clocks.png
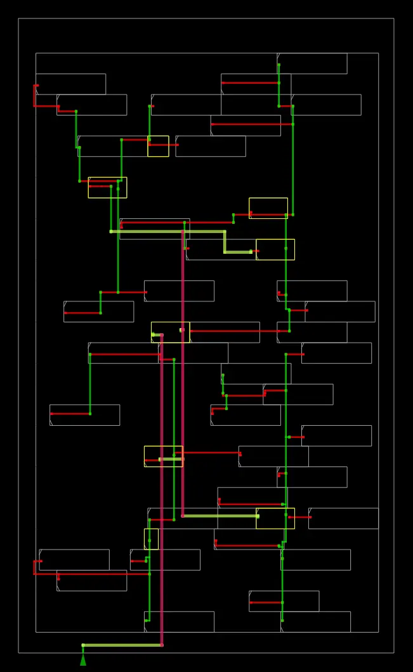
io_fan.png
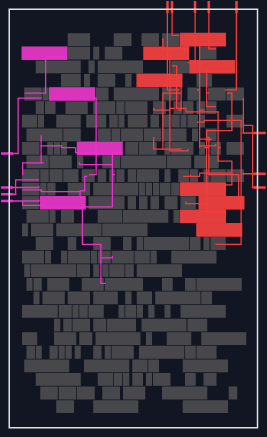
==> config.mk <==
export PLATFORM = sky130hd
export DESIGN_NAME = kpn_scheduler
export DESIGN_NICKNAME = d
export VERILOG_FILES = /design/src/rtl/kpn_scheduler.sv
export SDC_FILE = /design/constraint.sdc
export NUM_CORES = 1
export LEC_CHECK = 0
export CAP_MARGIN = 20
export CORE_ASPECT_RATIO = 1.75
export CORE_MARGIN = 2
export CORE_UTILIZATION = 59
export CTS_CLUSTER_DIAMETER = 60
export DETAILED_ROUTE_END_ITERATION = 10
export PLACE_DENSITY = 0.84
export REMOVE_ABC_BUFFERS = 1
export SETUP_SLACK_MARGIN = 0.4
export SLEW_MARGIN = 10
export SYNTH_ARGS = -nofsm -noshare
export SYNTH_HDL_FRONTEND = slang
export SYNTH_SLANG_ARGS = --single-unit
export TNS_END_PERCENT = 1
==> constraint.sdc <==
create_clock -name clk -period 4 [get_ports clk]
set_clock_uncertainty 0.05 [all_clocks]
set_input_delay 0.8 -clock clk [delete_from_list [all_inputs] [get_ports clk]]
set_output_delay 0.8 -clock clk [all_outputs]
set_load 0.01 [all_outputs]
==> results.txt <==
The implementation run finished. The flow reported a cell area power density of 659 mW/mm2. In this run the number of H-tree levels came out at 2. Async set-or-reset flop fraction in the synthesized netlist landed at 100%. Cell depth of the worst flop-to-flop path landed at 8. Once routing completed, OpenROAD measured the worst setup slack at about 0.54 ns.

In the synthesis report, Yosys lists the chip area as about 0.0021 mm2. In this run the core area contains 28 standard-cell rows. Total count of max-transition violations in the final report landed at 0.

Initial core utilization landed at approximately three fifths. Summing over every cut layer, the via total after detailed routing is 1539. Maximum frequency from static timing analysis landed at 289 MHz. STA classifies the critical path endpoint as an output port. Among cell families on the critical path, the largest total delay comes from buffers and inverters.

Required time of the critical path landed at 3.15 ns. Hold-check failures listed in the final report amount to 0. Number of cells in Yosys stat landed at ~210. Entering global routing, the biggest net connects 39 pins. Post-CTS setup buffer count landed at 0.

For reference, the top cells by count after synthesis are 38 x dfrtp_1, 23 x inv_1, 21 x ha_1, 15 x nand2_1, 14 x nor2_1. Of the total synthesized cell area, the portion taken by XOR and XNOR cells is 4.12%. As reported, the later end of the worst-skew pair has a clock insertion delay of just under 0.3 ns. Checking hold timing, the worst path is listed with class flip-flop to flip-flop.

The post-synth register bit count is 38. Worst-margin pin slew landed at 0.833 ns. The synthesis stats list as the most numerous cell dfrtp_1. Relative max-transition margin landed at 44.5%. Horizontal die size landed at 49.4 um. TritonCTS built the clock tree.

Setup repair after global routing left no endpoint under its margin. Synthesis-to-layout area growth landed at 19.0%. Wire length per cell landed at 14.1 um. For this run, the total global-route usage over all layers was measured as about 22%. Number of max-cap violations landed at 0. Total leakage power landed at 1.22 nW. Number of buffers created by CTS landed at 5. Warnings reported by Yosys during synthesis add up to 0. The cell-mix breakdown from Yosys lists the adder-cell area share as 14.2%. Across all register-to-register paths, the minimum setup slack is between 1.5 and 2 ns. The run finished with clean final reports.

By area the synthesized netlist is led by dfrtp_1 45%, ha_1 12%, inv_1 4.1%. Overall chip area landed at 0.00412 mm2. In the synthesized netlist, the number of instances is 205. Detailed placement ended at an HPWL of 2.99 mm.
## Picture notes: clocks.png
Seq cells: 38
number of sinks on the clock net: 38

## Picture notes: io_fan.png
[magenta] occ_1 | bits: 4 | direction: output | edge: left | end cells: 4 | buffers: 4 | wire: 173 um
[red] fired | bits: 8 | direction: output | edge: 5 top, 3 right | end cells: 8 | buffers: 8 | wire: 349 um
number of top-level design ports: 27
count of buffers inserted at the top-level ports: 26

final cells by class:
type                            instances  share of cell area [%]
Multi-Input combinational cell        139                    42.1
Sequential cell                        38                    37.5
Timing Repair Buffer                   29                    11.0
Inverter                               23                    3.41
Clock buffer                            6                    3.26
Tap cell                               45                    2.22
Clock inverter                          2                   0.494
metrics by stage:
| step | util (%) | hold slack [ns] | area [um2] | power, mW | std cells |
|---|---|---|---|---|---|
| 2_1_floorplan | - | 0.405 | 2100 | 1.13 | 200 |
| 3_3_place_gp | 71.0 | 0.423 | 2440 | 1.38 | 274 |
| 3_5_place_dp | 71.0 | 0.426 | 2440 | 1.40 | 274 |
| 4_1_cts | 73.8 | 0.446 | 2530 | 1.69 | 282 |
| 5_1_grt | 73.8 | 0.471 | 2530 | 1.82 | 282 |
| 6_report | 73.8 | 0.449 | 2530 | 1.67 | 282 |
power breakdown:
part           switching, mW  internal [mW]
Clock                  0.139          0.139
Combinational          0.362          0.396
Sequential             0.130          0.504
Total                  0.631           1.04
per-layer routing:
layer  wire [um]  share of wire (%)  GRT usage (%)  up-vias
met5           0                  0              0        -
li1            -                  -              -      757
met1        1630                 41           26.6      737
met3          96                2.4           3.41       12
met2        2100                 53           37.0       33
met4         150                3.8           11.6        0
worst reg2reg max path: cells and delay by family (launching register included):
| family | cells | cell delay [ns] |
|---|---|---|
| AND-OR/OR-AND | 1 | 0.07 |
| XOR/XNOR | 1 | 0.13 |
| AND/OR/NAND/NOR | 3 | 1.01 |
| adder cells (fa/ha/maj) | 2 | 0.61 |
| buffers and inverters | 1 | 0.06 |
| flip-flops | 1 | 0.39 |
No activity file was given, so power comes from the tool's default toggle rates.
